[src/rtl/multicycle_pkg.sv]
// Shared encodings for the multicycle control unit: FSM states, opcodes and
// ALU operand-B / operation selects.
package multicycle_pkg;

  // FSM state encodings (5-bit, also exported on the debug port)
  localparam logic [4:0] StReset  = 5'd0;
  localparam logic [4:0] StFetch  = 5'd1;
  localparam logic [4:0] StDecode = 5'd2;
  localparam logic [4:0] StAsn3   = 5'd3;
  localparam logic [4:0] StAlu4   = 5'd4;
  localparam logic [4:0] StShift3 = 5'd5;
  localparam logic [4:0] StOri3   = 5'd6;
  localparam logic [4:0] StOri4   = 5'd7;
  localparam logic [4:0] StOri5   = 5'd8;
  localparam logic [4:0] StLoad3  = 5'd9;
  localparam logic [4:0] StLoad4  = 5'd10;
  localparam logic [4:0] StStore3 = 5'd11;
  localparam logic [4:0] StBpz3   = 5'd12;
  localparam logic [4:0] StBz3    = 5'd13;
  localparam logic [4:0] StBnz3   = 5'd14;
  localparam logic [4:0] StFault  = 5'd15;
  localparam logic [4:0] StHalt   = 5'd16;

  // Opcodes (IR[3:0])
  localparam logic [3:0] OpLoad  = 4'b0000;
  localparam logic [3:0] OpStop  = 4'b0001;
  localparam logic [3:0] OpStore = 4'b0010;
  localparam logic [3:0] OpAdd   = 4'b0100;
  localparam logic [3:0] OpBz    = 4'b0101;
  localparam logic [3:0] OpSub   = 4'b0110;
  localparam logic [3:0] OpNand  = 4'b1000;
  localparam logic [3:0] OpBnz   = 4'b1001;
  localparam logic [3:0] OpBpz   = 4'b1101;
  localparam logic [2:0] OpShiftLo = 3'b011;
  localparam logic [2:0] OpOriLo   = 3'b111;

  // ALU operand-B select
  localparam logic [2:0] Alu2Reg   = 3'b000;
  localparam logic [2:0] Alu2One   = 3'b001;
  localparam logic [2:0] Alu2Br    = 3'b010;
  localparam logic [2:0] Alu2Imm   = 3'b011;
  localparam logic [2:0] Alu2Shamt = 3'b100;

  // ALU operation
  localparam logic [2:0] AluAdd   = 3'b000;
  localparam logic [2:0] AluSub   = 3'b001;
  localparam logic [2:0] AluOr    = 3'b010;
  localparam logic [2:0] AluNand  = 3'b011;
  localparam logic [2:0] AluShift = 3'b100;

  // States that wait on the memory handshake
  function automatic logic is_mem_state(input logic [4:0] s);
    return (s == StFetch) || (s == StLoad3) || (s == StStore3);
  endfunction

endpackage

[src/rtl/mem_wait_timer.sv]
// Wait-state counter for one memory access. Counts cycles spent waiting and
// flags expiry once MEM_TIMEOUT wait cycles have elapsed with no ack.
// MEM_TIMEOUT = 0 disables expiry.
module mem_wait_timer #(
  parameter int unsigned MEM_TIMEOUT = 15,
  parameter int unsigned TW          = $clog2(MEM_TIMEOUT + 2)
) (
  input  logic clock,
  input  logic reset,
  input  logic clear,
  input  logic waiting,
  output logic expired
);

  localparam logic [TW-1:0] Limit = TW'(MEM_TIMEOUT);

  logic [TW-1:0] count_q, count_d;

  // Next count: clear wins, otherwise count up to the limit and stop there
  always_comb begin
    count_d = count_q;
    if (clear) begin
      count_d = '0;
    end else if (waiting && (count_q < Limit)) begin
      count_d = count_q + TW'(1);
    end
  end

  // Counter register
  always_ff @(posedge clock or posedge reset) begin
    if (reset) begin
      count_q <= '0;
    end else begin
      count_q <= count_d;
    end
  end

  assign expired = (MEM_TIMEOUT != 0) && waiting && (count_q == Limit);

endmodule

[src/rtl/multicycle_ctrl.sv]
// Control FSM for the 8-bit multicycle processor with ack-based memory
// handshake, per-access timeout fault and illegal-opcode flagging.
// Optional STOP instruction enabled by defining MULTICYCLE_STOP_EN.
module multicycle_ctrl
  import multicycle_pkg::*;
#(
  parameter int unsigned MEM_TIMEOUT = 15,
  parameter int unsigned TW          = $clog2(MEM_TIMEOUT + 2)
) (
  input  logic       clock,
  input  logic       reset,
  input  logic       N,
  input  logic       Z,
  input  logic [3:0] instr,
  input  logic       mem_ack,
  output logic       PCwrite,
  output logic       MemRead,
  output logic       MemWrite,
  output logic       IRload,
  output logic       R1Sel,
  output logic       MDRload,
  output logic       R1R2Load,
  output logic       ALU1,
  output logic       ALUOutWrite,
  output logic       RFWrite,
  output logic       RegIn,
  output logic       FlagWrite,
  output logic [2:0] ALU2,
  output logic [2:0] ALUop,
  output logic       illegal,
  output logic       fault,
  output logic       halted,
  output logic [4:0] state
);

  logic [4:0] state_q, state_d;
  logic [4:0] dec_next;
  logic       dec_illegal;
  logic       in_mem, expired, fault_q;

  assign in_mem = is_mem_state(state_q);

  mem_wait_timer #(
    .MEM_TIMEOUT(MEM_TIMEOUT),
    .TW         (TW)
  ) u_timer (
    .clock  (clock),
    .reset  (reset),
    .clear  (!in_mem || mem_ack),
    .waiting(in_mem && !mem_ack),
    .expired(expired)
  );

  // Opcode decode in priority order
  always_comb begin
    dec_next    = StFetch;
    dec_illegal = 1'b0;
    if ((instr == OpAdd) || (instr == OpSub) || (instr == OpNand)) dec_next = StAsn3;
    else if (instr[2:0] == OpShiftLo) dec_next = StShift3;
    else if (instr[2:0] == OpOriLo)   dec_next = StOri3;
    else if (instr == OpLoad)         dec_next = StLoad3;
    else if (instr == OpStore)        dec_next = StStore3;
    else if (instr == OpBpz)          dec_next = StBpz3;
    else if (instr == OpBz)           dec_next = StBz3;
    else if (instr == OpBnz)          dec_next = StBnz3;
`ifdef MULTICYCLE_STOP_EN
    else if (instr == OpStop)         dec_next = StHalt;
`endif
    else                              dec_illegal = 1'b1;
  end

  // Next-state logic; an ack in the timeout cycle takes priority over expiry
  always_comb begin
    state_d = state_q;
    case (state_q)
      StReset:  state_d = StFetch;
      StFetch:  if (mem_ack) state_d = StDecode; else if (expired) state_d = StFault;
      StDecode: state_d = dec_next;
      StAsn3, StShift3: state_d = StAlu4;
      StAlu4:   state_d = StFetch;
      StOri3:   state_d = StOri4;
      StOri4:   state_d = StOri5;
      StOri5:   state_d = StFetch;
      StLoad3:  if (mem_ack) state_d = StLoad4; else if (expired) state_d = StFault;
      StLoad4:  state_d = StFetch;
      StStore3: if (mem_ack) state_d = StFetch; else if (expired) state_d = StFault;
      StBpz3, StBz3, StBnz3: state_d = StFetch;
      StFault, StHalt: state_d = state_q;
      default:  state_d = StReset;
    endcase
  end

  // State and sticky fault registers
  always_ff @(posedge clock or posedge reset) begin
    if (reset) begin
      state_q <= StReset;
      fault_q <= 1'b0;
    end else begin
      state_q <= state_d;
      if (expired) fault_q <= 1'b1;
    end
  end

  // Datapath controls, combinational from state and live inputs
  always_comb begin
    PCwrite = 1'b0; MemRead = 1'b0; MemWrite = 1'b0; IRload = 1'b0;
    R1Sel = 1'b0; MDRload = 1'b0; R1R2Load = 1'b0; ALU1 = 1'b0;
    ALUOutWrite = 1'b0; RFWrite = 1'b0; RegIn = 1'b0; FlagWrite = 1'b0;
    ALU2 = Alu2Reg; ALUop = AluAdd;
    illegal = 1'b0;
    case (state_q)
      StFetch: begin
        MemRead = 1'b1; ALU2 = Alu2One; ALUop = AluAdd;
        PCwrite = mem_ack; IRload = mem_ack;
      end
      StDecode: begin
        R1R2Load = 1'b1;
        illegal  = dec_illegal;
      end
      StAsn3: begin
        ALU1 = 1'b1; ALU2 = Alu2Reg; ALUOutWrite = 1'b1; FlagWrite = 1'b1;
        if (instr == OpSub)       ALUop = AluSub;
        else if (instr == OpNand) ALUop = AluNand;
        else                      ALUop = AluAdd;
      end
      StAlu4: RFWrite = 1'b1;
      StShift3: begin
        ALU1 = 1'b1; ALU2 = Alu2Shamt; ALUop = AluShift; ALUOutWrite = 1'b1; FlagWrite = 1'b1;
      end
      StOri3: begin
        R1Sel = 1'b1; R1R2Load = 1'b1;
      end
      StOri4: begin
        ALU1 = 1'b1; ALU2 = Alu2Imm; ALUop = AluOr; ALUOutWrite = 1'b1; FlagWrite = 1'b1;
      end
      StOri5: begin
        R1Sel = 1'b1; RFWrite = 1'b1;
      end
      StLoad3: begin
        MemRead = 1'b1; MDRload = mem_ack;
      end
      StLoad4: begin
        ALUOutWrite = 1'b1; RFWrite = 1'b1; RegIn = 1'b1;
      end
      StStore3: MemWrite = 1'b1;
      StBpz3: begin ALU2 = Alu2Br; PCwrite = ~N; end
      StBz3:  begin ALU2 = Alu2Br; PCwrite = Z;  end
      StBnz3: begin ALU2 = Alu2Br; PCwrite = ~Z; end
      default: ;
    endcase
  end

  assign fault = fault_q;
  assign state = state_q;
`ifdef MULTICYCLE_STOP_EN
  assign halted = (state_q == StHalt);
`else
  assign halted = 1'b0;
`endif

endmodule

[config.mk]
export PLATFORM = sky130hd
export DESIGN_NAME = multicycle_ctrl
export DESIGN_NICKNAME = d
export VERILOG_FILES = /design/src/rtl/multicycle_pkg.sv /design/src/rtl/mem_wait_timer.sv /design/src/rtl/multicycle_ctrl.sv
export SDC_FILE = /design/constraint.sdc
export NUM_CORES = 1
export LEC_CHECK = 0
export CAP_MARGIN = 15
export CORE_MARGIN = 1
export CORE_UTILIZATION = 44
export DETAILED_ROUTE_END_ITERATION = 6
export PLACE_DENSITY = 0.79
export SYNTH_ARGS = -nofsm -noshare
export SYNTH_HDL_FRONTEND = slang
export SYNTH_SLANG_ARGS = --single-unit
[constraint.sdc]
create_clock -name clock -period 2.5 [get_ports clock]
set_input_delay 0.75 -clock clock [delete_from_list [all_inputs] [get_ports clock]]
set_output_delay 0.75 -clock clock [all_outputs]
set_load 0.02 [all_outputs]
==> results.txt, run 1 <==
Outcome: finished with violations
Violations in the final reports: setup timing
Total global routing track utilization: 0.229
Ratio of cells with drive above 1 in the final layout: 0.256
H-tree level count: 1
Post-CTS setup repair buffer count: 2
Final worst slack: -0.0382 ns
EDFF count, synth: 0
Total core area: 2020 µm²
DRC viols: 0
Router iterations before antenna repair: 4
Total standard cell area after synthesis: 977 µm²
Most used DFF post-synth: dfrtp_1
Routed WL: 2.59 mm
Root buffer selected by CTS: clkbuf_4
Clock latency reported for the late side of the worst-skew pair: 0.27 ns
Arrival @ worst endpoint: 1.79 ns
Post-synthesis cell type with the largest combined area: dfrtp_1
Starting density of the core: 0.483
Final setup fails: 2
Endpoint of the most critical setup path: ALUop[0]
-- run 1: worst min-delay path by stage --
stage / from / endpoint / slack [ns] / cells past startpoint
after global routing: fault / fault / 0.50 / 1
after detailed placement: fault / fault / 0.46 / 1
final: fault / fault / 0.47 / 1
after global placement: fault / fault / 0.44 / 1
after floorplan: u_timer.count_q[2] / u_timer.count_q[2] / 0.47 / 1
after CTS: fault / fault / 0.48 / 1
-- run 1: routing by layer --
layer | GRT usage | vias to the layer above | part of all wire
met1 | 0.287 | 522 | 0.45
li1 | - | 547 | -
met2 | 0.404 | 39 | 0.49
met5 | 0 | - | 0
met3 | 0.0498 | 2 | 0.049
met4 | 0.0392 | 0 | 0.0031
-- run 1: layout make-up --
| class | instances | area share |
|---|---|---|
| inverter | 3 | 0.00779 |
| clock buffer | 4 | 0.0182 |
| tap | 27 | 0.0234 |
| timing repair buffer | 55 | 0.317 |
| multi-input combinational | 103 | 0.441 |
| sequential | 11 | 0.192 |
-- run 1: through the flow --
stage	hold slack, ns	instances	util
finish	0.474	203	0.715
global route	0.503	203	0.715
CTS	0.477	203	0.720
detailed placement	0.461	197	0.702
global placement	0.441	197	0.702
floorplan	0.470	132	-
-- run 1: logic make-up after synthesis --
group	share of synthesized area
simple gates	0.348
compound gates	0.200
buf+inv	0.102
flops	0.282
fa+ha+maj	0.0256
xor+xnor	0.0179
mux	0.0205
other cells	0.00384
-- run 1: layout by cell type, fill, tap and decap left out, drive strengths merged, types with 2 or more instances in the layout --
cell	n
buf	26
o21ai	6
inv	3
and3	3
mux2i	2
nor2b	4
nor3	4
a31oi	4
or2	2
clkdlybuf4s50	9
nor3b	5
dfrtp	11
nand3b	3
clkdlybuf4s15	5
nor2	19
nand2b	4
o22ai	2
clkbuf	8
o21bai	2
dlygate4sd2	10
ha	2
a21oi	11
nand2	13
### Wires at chosen ports, followed through buffers, run 1

Bar = 10 µm.
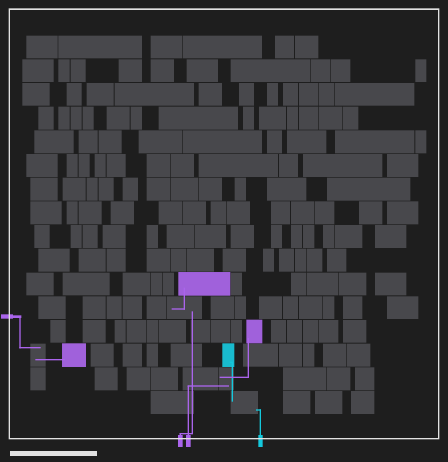
R1R2Load -> cyan  # bits 1, direction output, edge bottom, end cells 1, wire 8.00 µm
ALUop -> purple  # bits 3, direction output, edge 2 bottom, 1 left, end cells 3, wire 46.9 µm
Boundary Pins: 35
port bufs: 33

### Logic cells by family, run 1

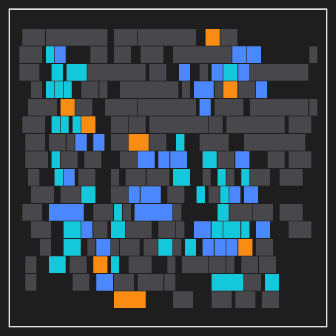
AND and OR gates -> orange  # cells 8
NOR gates -> cyan  # cells 34
inverting AOI/OAI gates -> blue  # cells 30

### Layout detail, run 1

Bar = 10 µm. Region (0, 0) to (25, 25) µm. Cells in grey, sequential cells in the stronger grey; small squares are vias.
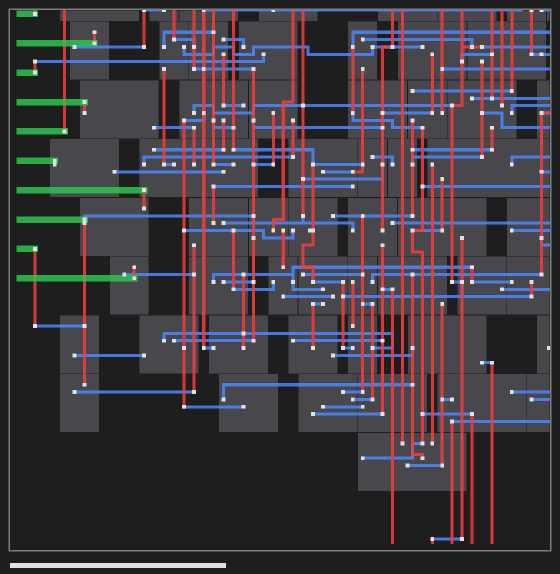
met3 -> green
met1 -> blue
met2 -> red
most frequent = buf_4 (5), nand2_1 (4), dlygate4sd2_1 (4)
cells with their middle in the window = 47
sequential cells in the window = 0

==> run 2, diff against run 1 <==
--- a/config.mk
+++ b/config.mk
@@ -10,6 +10,7 @@
 export CORE_UTILIZATION = 44
 export DETAILED_ROUTE_END_ITERATION = 6
 export PLACE_DENSITY = 0.79
+export SLEW_MARGIN = 10
 export SYNTH_ARGS = -nofsm -noshare
 export SYNTH_HDL_FRONTEND = slang
 export SYNTH_SLANG_ARGS = --single-unit
### Layout detail, run 2

Bar = 10 µm. Region (0, 0) to (25, 25) µm. Cells in grey, sequential cells in the stronger grey; small squares are vias.
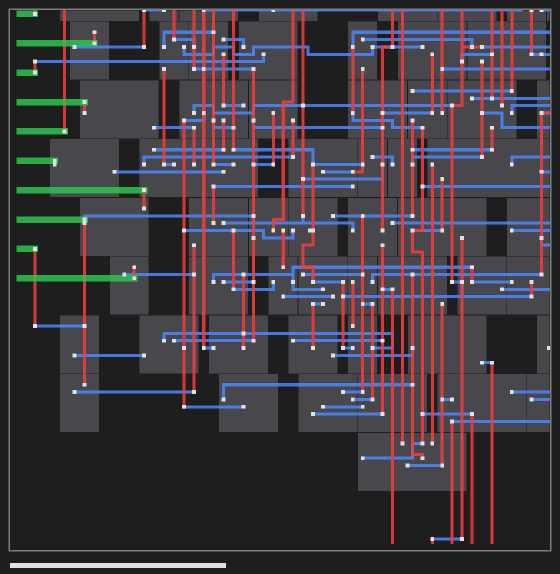
met1 -> blue
met3 -> green
met2 -> red
most frequent = buf_4 (5), nand2_1 (4), dlygate4sd2_1 (4)
sequential cells in the window = 0
cells with their middle in the window = 47

==> run 2 against run 1 <==
  * The run still ends with setup timing left
  * First-iteration DRC count unchanged
  * Synthesized cell count is the same
  * Count of clock-buffer cells in the layout unchanged
  * Synthesized area unchanged
  * Combinational power hardly changed
  * Design area did not move
  * Clock power about the same
  * Sequential cell count stayed put
  * Power unchanged
  * Largest cell class unchanged
  * Largest power group unchanged
  * Highest routed layer unchanged
==> results.txt, run 2 <==
Violations in the final reports: setup timing (unchanged)
Total global routing track utilization: 0.229 (unchanged)
Arrival @ worst endpoint: 1.79 ns (about the same)
Total standard cell area after synthesis: 977 µm² (unchanged)
Routed wl met3: 126 µm (unchanged)
Largest family of logic cells by area: simple AND/OR/NAND/NOR gates (unchanged)
Placed cell count: 197 (unchanged)
Router iterations before antenna repair: 4 (unchanged)
Port bufs: 33 (unchanged)
Complex-gate fraction of the synthesized area: 0.200 (unchanged)
Root buffer selected by CTS: clkbuf_4 (unchanged)
EDFF count, synth: 0 (unchanged)
Met2 WL: 1.28 mm (unchanged)
Outcome: finished with violations (unchanged)
Clock latency reported for the late side of the worst-skew pair: 0.27 ns (about the same)
Boundary Pins: 35 (unchanged)
Final setup fails: 2 (unchanged)
Hold_sp: fault (unchanged)
Final worst slack: -0.0382 ns (unchanged)
Multiplexer share of the synthesized area: 0.0205 (unchanged)
Fraction of the mapped netlist area in simple logic gates: 0.348 (unchanged)
Most used DFF post-synth: dfrtp_1 (unchanged)
## run 2: cell counts after synthesis
Identical to the previous run, type by type.
## run 2: timing repair
action	4_1_cts	5_1_grt
hold buffers	0	0
setup endpoints to repair	19	13
setup buffers	2	0
resized	51	16
pin swaps	3	0
cloned	0	0
## run 2: per-layer routing
layer,GRT usage,vias up
met2,0.404,39
met3,0.0498,2
met4,0.0392,0
li1,-,547
met1,0.287,522
met5,0,-
## run 2: cell families (layout without fill, tap and decap cells)
| family | after synthesis | in the layout |
|---|---|---|
| xor+xnor | 2 | 2 |
| simple gates | 64 | 64 |
| mux | 2 | 2 |
| fa+ha+maj | 2 | 2 |
| compound gates | 32 | 32 |
| other cells | 1 | 1 |
| buf+inv | 18 | 62 |
| flops | 11 | 11 |
## run 2: final cells by class
| cell class | count | area share |
|---|---|---|
| clock buffer | 4 | 0.0182 |
| inverter | 3 | 0.00779 |
| multi-input combinational | 103 | 0.441 |
| sequential | 11 | 0.192 |
| tap | 27 | 0.0234 |
| timing repair buffer | 55 | 0.317 |
## run 2: stage by stage
stage	cell area (µm²)	hold WS, ns
floorplan	993	0.470
CTS	1460	0.477
global placement	1420	0.441
detailed placement	1420	0.461
finish	1450	0.474
global route	1450	0.503
## run 2: worst max-delay path: stages
cell,delay [ns]
dlygate4sd2_1,0.25
or4b_4,0.53
a21oi_4,0.13
buf_6,0.13
## run 2: how the worst min path moves through the flow
stage                         end  slack, ns  cells past startpoint
5_1_grt                     fault       0.50                      1
4_1_cts                     fault       0.48                      1
3_3_place_gp                fault       0.44                      1
6_report                    fault       0.47                      1
3_5_place_dp                fault       0.46                      1
2_1_floorplan  u_timer.count_q[2]       0.47                      1
Power and IR drop assume default switching activity.
